## config.mk

```make
export PLATFORM = sky130hd
export DESIGN_NAME = hex_scroll_sequencer
export DESIGN_NICKNAME = d
export VERILOG_FILES = /design/src/rtl/hex_scroll_pkg.sv /design/src/rtl/hex_lead_zero_finder.sv /design/src/rtl/hex_scroll_sequencer.sv
export SDC_FILE = /design/constraint.sdc
export NUM_CORES = 1
export LEC_CHECK = 0
export CAP_MARGIN = 20
export CORE_MARGIN = 4
export CORE_UTILIZATION = 35
export DETAILED_ROUTE_END_ITERATION = 10
export MAX_ROUTING_LAYER = met4
export SETUP_SLACK_MARGIN = 0.05
export SYNTH_ARGS = -nofsm -noshare
export SYNTH_HDL_FRONTEND = slang
export SYNTH_SLANG_ARGS = --single-unit
```

## constraint.sdc

```tcl
create_clock -name i_clk -period 7.3 [get_ports i_clk]
set_input_delay 1.095 -clock i_clk [delete_from_list [all_inputs] [get_ports i_clk]]
set_output_delay 1.095 -clock i_clk [all_outputs]
set_load 0.1 [all_outputs]
```

## src/rtl/hex_scroll_pkg.sv

```systemverilog
// Shared types and sizing helpers for hex_scroll_sequencer.
// HEX_SCROLL_LZB_EN (optional) enables leading-zero skipping in the top.
package hex_scroll_pkg;

    typedef enum logic [1:0] {
        IDLE = 2'd0,
        SHOW = 2'd1,
        GAP  = 2'd2
    } state_t;

    // Counter must hold the largest terminal count; never narrower than 1 bit.
    function automatic int cnt_width(input int dwell, input int gap);
        int m;
        m = (dwell > gap) ? dwell : gap;
        return ($clog2(m + 1) < 1) ? 1 : $clog2(m + 1);
    endfunction

    function automatic int idx_width(input int nib);
        return (nib > 1) ? $clog2(nib) : 1;
    endfunction

endpackage

```

## src/rtl/hex_lead_zero_finder.sv

```systemverilog
// Combinational priority encoder: index of the most-significant non-zero nibble.
// An all-zero word yields index 0. Used only when HEX_SCROLL_LZB_EN is defined.
module hex_lead_zero_finder #(
    parameter int WORD_NIB = 8,
    parameter int IDX_W    = 3
) (
    input  logic [4*WORD_NIB-1:0] word,
    output logic [IDX_W-1:0]      idx
);

    always_comb begin
        idx = '0;
        // Ascending scan so the highest non-zero nibble wins.
        for (int i = 0; i < WORD_NIB; i++) begin
            if (word[4*i +: 4] != 4'h0) begin
                idx = IDX_W'(i);
            end
        end
    end

endmodule

```

## src/rtl/hex_scroll_sequencer.sv

```systemverilog
// Scrolls a multi-nibble word onto a single hex digit, MSB nibble first,
// with a dwell per digit and a blanked gap. Optional macro: HEX_SCROLL_LZB_EN.
module hex_scroll_sequencer
    import hex_scroll_pkg::*;
#(
    parameter int WORD_NIB  = 8,
    parameter int DWELL_CYC = 50000000,
    parameter int GAP_CYC   = 5000000,
    localparam int IDX_W    = idx_width(WORD_NIB),
    localparam int CNT_W    = cnt_width(DWELL_CYC, GAP_CYC)
) (
    input  logic                  i_clk,
    input  logic                  i_rst_n,
    input  logic [4*WORD_NIB-1:0] i_word,
    input  logic                  i_valid,
    output logic                  o_ready,
    input  logic                  i_abort,
    output logic [3:0]            o_hex,
    output logic                  o_blank,
    output logic [IDX_W-1:0]      o_idx,
    output logic                  o_busy,
    output logic                  o_done,
    output logic [1:0]            o_state
);

    // Handshake: a word is taken on any rising edge where i_valid && o_ready.
    // o_ready is combinational and drops while i_abort is high.

    localparam logic [CNT_W-1:0] DWELL_LAST = CNT_W'(DWELL_CYC - 1);
    localparam logic [CNT_W-1:0] GAP_LAST   = CNT_W'((GAP_CYC > 0) ? GAP_CYC - 1 : 0);

    state_t                     state_q, state_d;
    logic [WORD_NIB-1:0][3:0]   word_q, word_d, word_in;
    logic [IDX_W-1:0]           idx_q, idx_d, start_idx;
    logic [CNT_W-1:0]           cnt_q, cnt_d;
    logic [3:0]                 hex_q, hex_d;
    logic                       blank_q, blank_d;
    logic                       busy_q, busy_d;
    logic                       done_q, done_d;
    logic                       step;

    assign word_in = i_word;

`ifdef HEX_SCROLL_LZB_EN
    hex_lead_zero_finder #(
        .WORD_NIB (WORD_NIB),
        .IDX_W    (IDX_W)
    ) u_lzf (
        .word (i_word),
        .idx  (start_idx)
    );
`else
    assign start_idx = IDX_W'(WORD_NIB - 1);
`endif

    assign o_ready = (state_q == IDLE) && !i_abort;

    always_ff @(posedge i_clk or negedge i_rst_n) begin
        if (!i_rst_n) begin
            state_q <= IDLE;
            word_q  <= '0;
            idx_q   <= '0;
            cnt_q   <= '0;
            hex_q   <= 4'h0;
            blank_q <= 1'b1;
            busy_q  <= 1'b0;
            done_q  <= 1'b0;
        end else begin
            state_q <= state_d;
            word_q  <= word_d;
            idx_q   <= idx_d;
            cnt_q   <= cnt_d;
            hex_q   <= hex_d;
            blank_q <= blank_d;
            busy_q  <= busy_d;
            done_q  <= done_d;
        end
    end

    always_comb begin
        state_d = state_q;
        word_d  = word_q;
        idx_d   = idx_q;
        cnt_d   = cnt_q;
        hex_d   = hex_q;
        blank_d = blank_q;
        busy_d  = busy_q;
        done_d  = 1'b0;
        step    = 1'b0;

        case (state_q)
            IDLE: begin
                blank_d = 1'b1;
                busy_d  = 1'b0;
                if (i_valid && o_ready) begin
                    word_d  = word_in;
                    idx_d   = start_idx;
                    cnt_d   = '0;
                    hex_d   = word_in[start_idx];
                    blank_d = 1'b0;
                    busy_d  = 1'b1;
                    state_d = SHOW;
                end
            end
            SHOW: begin
                if (cnt_q == DWELL_LAST) begin
                    cnt_d = '0;
                    if (GAP_CYC > 0) begin
                        state_d = GAP;
                        blank_d = 1'b1;
                    end else begin
                        step = 1'b1;
                    end
                end else begin
                    cnt_d = cnt_q + 1'b1;
                end
            end
            GAP: begin
                if (cnt_q == GAP_LAST) begin
                    cnt_d = '0;
                    step  = 1'b1;
                end else begin
                    cnt_d = cnt_q + 1'b1;
                end
            end
            default: begin
                state_d = IDLE;
                blank_d = 1'b1;
                busy_d  = 1'b0;
            end
        endcase

        // Digit finished (after gap, or straight from SHOW when there is no gap).
        if (step) begin
            if (idx_q == '0) begin
                state_d = IDLE;
                blank_d = 1'b1;
                busy_d  = 1'b0;
                done_d  = 1'b1;
            end else begin
                idx_d   = idx_q - IDX_W'(1);
                hex_d   = word_q[idx_d];
                blank_d = 1'b0;
                busy_d  = 1'b1;
                state_d = SHOW;
            end
        end

        if (i_abort) begin
            state_d = IDLE;
            word_d  = word_q;
            idx_d   = '0;
            cnt_d   = '0;
            hex_d   = hex_q;
            blank_d = 1'b1;
            busy_d  = 1'b0;
            done_d  = 1'b0;
        end
    end

    assign o_hex   = hex_q;
    assign o_blank = blank_q;
    assign o_idx   = idx_q;
    assign o_busy  = busy_q;
    assign o_done  = done_q;
    assign o_state = state_q;

endmodule

```

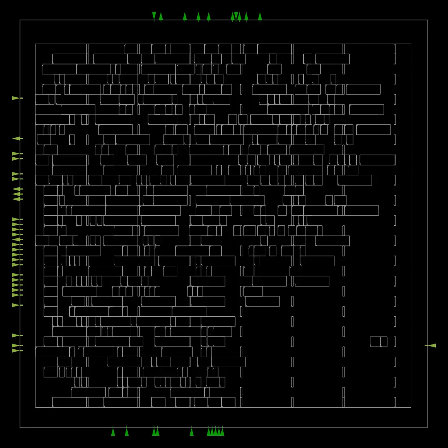
Figure 1: cell placement.
tally of non-filler cells in the final layout: 570
core region area: 0.00991 sq mm
FILL cells: 1009
flip-flop and latch share of the layout cell area: 39.2%

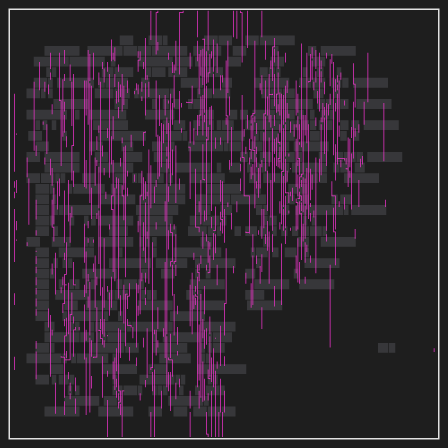
Figure 2: signal wires on met2.
share of all routed wire: 48%
wire length on this layer: 4000 um
longest straight run: 54.7 um
met2 track demand over resource: 25.1%
DR vias: 2836
aggregate routed wire length: 8.30 mm

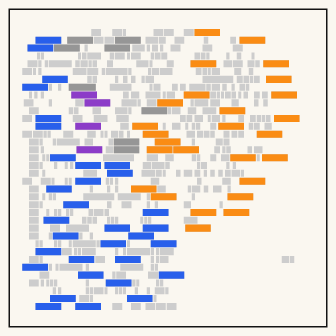
Figure 3: sequential cells grouped by signal name.
Other sequential cells in the stronger gray, the rest of the logic in the fainter gray.
[word_q] blue | sequential cells: 32
[cnt_q] orange | sequential cells: 26
[o_hex] purple | sequential cells: 4

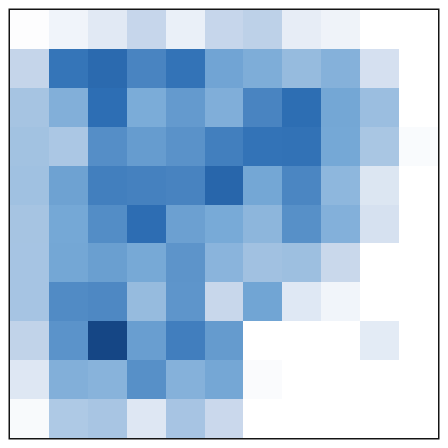
Figure 4: placement density heat map.
11 x 11 tiles, from white (low) to dark blue (high), 0 to 100% covered.
fullest tile: 91%
mean over tiles: 36%
nearly empty tiles: 20%
emptiest ninth of the die: south-east
tiles over 75% full: 4.1%

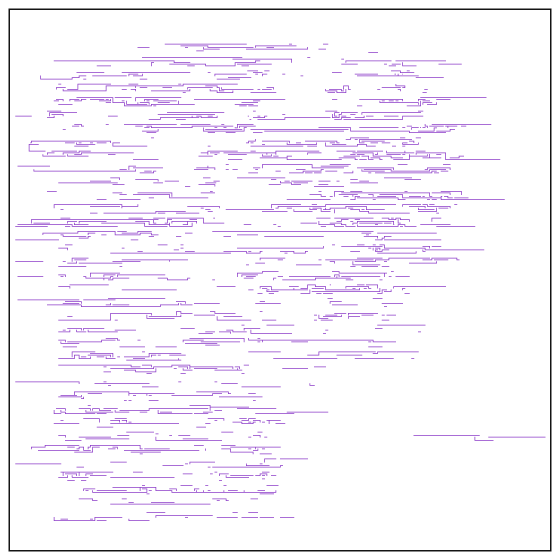
Figure 5: signal wires on met1.
wire length on this layer: 3880 um
longest straight run: 32.7 um
main direction: horizontal

[power breakdown]
part           switching [mW]  internal [mW]  total (mW)
Sequential             0.0255          0.427       0.453
Clock                   0.151          0.237       0.388
Combinational           0.136         0.0827       0.219
Total                   0.312          0.747        1.06
[per-layer routing]
layer	wire [um]	track usage [%]	share of wire, %	vias up
li1	-	-	-	1415
met1	3880	19.5	47	1350
met2	4000	25.1	48	62
met3	312	4.05	3.8	9
met4	102	4.99	1.2	0
met5	0	-	0	-
[layout make-up]
cell class | count | share of cell area, %
clock buffers | 11 | 3.16
repair buffers | 52 | 11.3
inverters | 10 | 0.839
flip-flops and latches | 70 | 39.2
well taps | 133 | 3.72
clock inverters | 5 | 2.38
multi-input cells | 289 | 39.4
==> notes.md <==
Synthesis and place-and-route results.

- Setup repair after global routing left no endpoint under its margin.
- The yosys warning tally is 0.
- Synthesis produced a netlist whose cell count is a little under 400.
- The longest incremental delay of any stage on the critical path is reported as between 1 and 1.5 ns.
- The cell depth of the worst setup path is 3.
- The latest clock arrival within the worst-skew pair is roughly 0.35 ns.
- The transition time recorded at the tightest slew-check pin is 0.997 ns.
- The number of pins with negative max-slew slack in the final report is 0.
- The post-cts hold-fix buffer tally is 0.
- The kind of start point of the critical path is a primary input.
- The worst setup path startpoint is i_abort.
- The final critical path time including I/O delays and setup is between 4 and 5 ns.
- Looking at the worst setup and hold paths, the clock pins of their registers show a slew of ~0.070 ns.
- The initial antenna violation count was 0.
- For reference, the top logic cell family by area is simple AND/OR/NAND/NOR gates.
- The storage element area is approximately 0.0018 sq mm.
- The most flop-heavy register is word_q.
- Note that the worst hold path type here is reg2reg.
- The average instance in the mapped netlist occupies 9.39 sq um.
- The main flop type is sky130_fd_sc_hd__dfrtp_1.
- Summing over the stages, the warning tally comes to 30.
- The number of nets with antenna violations after routing is 0.
- The area share of the largest cell type after synthesis is between 40 and 50%.
- Across all setup checks in the final design, the least slack found is 2.90 ns.
- The maximum net fanout on the critical path is 18.
- The final-report hold violation count is 0.
- The achievable clock frequency is between 200 and 250 MHz.
- OpenSTA lists the critical path endpoint as o_ready.
- The floorplan report gives the top-level pin count as approximately 49.
- The iteration-0 DRC count of the detailed router is roughly 140.
- The cell sequence reported for the critical path is clkdlybuf4s50_1 -> nor2b_1 -> clkdlybuf4s50_1.
- The buffer type at the clock tree root is sky130_fd_sc_hd__clkbuf_8.
- The worst slew margin relative to its limit is between 30 and 40%.
- In the layout the commonest cells are sky130_fd_sc_hd__nand2_1, sky130_fd_sc_hd__dfrtp_1, sky130_fd_sc_hd__clkdlybuf4s50_1.
- The post-synthesis cell type with the largest instance count is sky130_fd_sc_hd__nand2_1.
- The hold-critical path endpoint is word_q[0]$_DFFE_PN0P_.
- The endpoint of the worst register-to-register path is o_hex[2]$_DFFE_PN0N_.
- The flow reported a cell area power density of 237 mW/mm^2.
- After Yosys synthesis, and, or, nand and nor cells account for a little over a quarter of the synthesized area.
- The register with the most flip-flops in the layout has 32 of them.
- Grouping stages by cell kind, the critical path spends the most delay in buffers and inverters.
- The area of the die is between 0.01 and 0.015 sq mm.
- The reported max-cap violation count is 0.
- For this run, the register share of the synthesized area comes to roughly half.
- The final power report lists total power as roughly 1.1 mW.
- The library cell used most frequently in the layout, excluding fill and tap cells, is sky130_fd_sc_hd__nand2_1.
- The post-route netlist has under 10% of its cells at a drive strength greater than 1.
- After synthesis the netlist holds a flip-flop and latch count of approximately 70.
- The worst VDD IR drop from the latest analysis is about 0.12 mV.
- For this design the static power due to leakage is between 1.5 and 2 nW.
- The congestion estimate from routability-driven global placement came to 0.830.
- For this run, design rule violations remaining after detail routing come to 0.
- The final antenna diode tally reported by the flow is 0.
- Counting distinct cell types in the post-synthesis netlist gives roughly 48.
- In this run the register-to-register setup slack is 4.44 ns.
- The final timing summary puts the cycle share of the worst path at approximately three fifths.
- The count of instantiated cells in the yosys netlist is a little under 400.
- After global routing the overflow that remains totals 0.
- The layout overhead on the synthesized area is 23.4%.
- The start-to-end type of the worst setup path is in2out.
- The number of gates resized after CTS was 0.
- Along the worst hold path, the cell count comes to 2.
- The number of synthesized flops with an enable pin is 0.
- The first-pass GRT wire length is roughly 14 mm.
- Sorting the synthesized cells by area gives the leading types as sky130_fd_sc_hd__dfrtp_1, sky130_fd_sc_hd__nand2_1, sky130_fd_sc_hd__mux4_2, sky130_fd_sc_hd__nor2_1, sky130_fd_sc_hd__xor2_1.
- For reference, the placement row count at floorplan is 36.
- The critical path arrival is between 3 and 4 ns.
- The average wire per standard cell is between 10 and 15 um.
- The proportion of synthesized area in mux cells is roughly 7.7%.
- The CTS H-tree depth is 3.
- Sorting the Yosys area breakdown by cell type puts at the top sky130_fd_sc_hd__dfrtp_1.
- The worst clock skew is between 0.01 and 0.015 ns.
- The clock tree buffer depth is 2.
- The run finished with clean final reports.
No activity file was given, so power comes from the tool's default toggle rates.
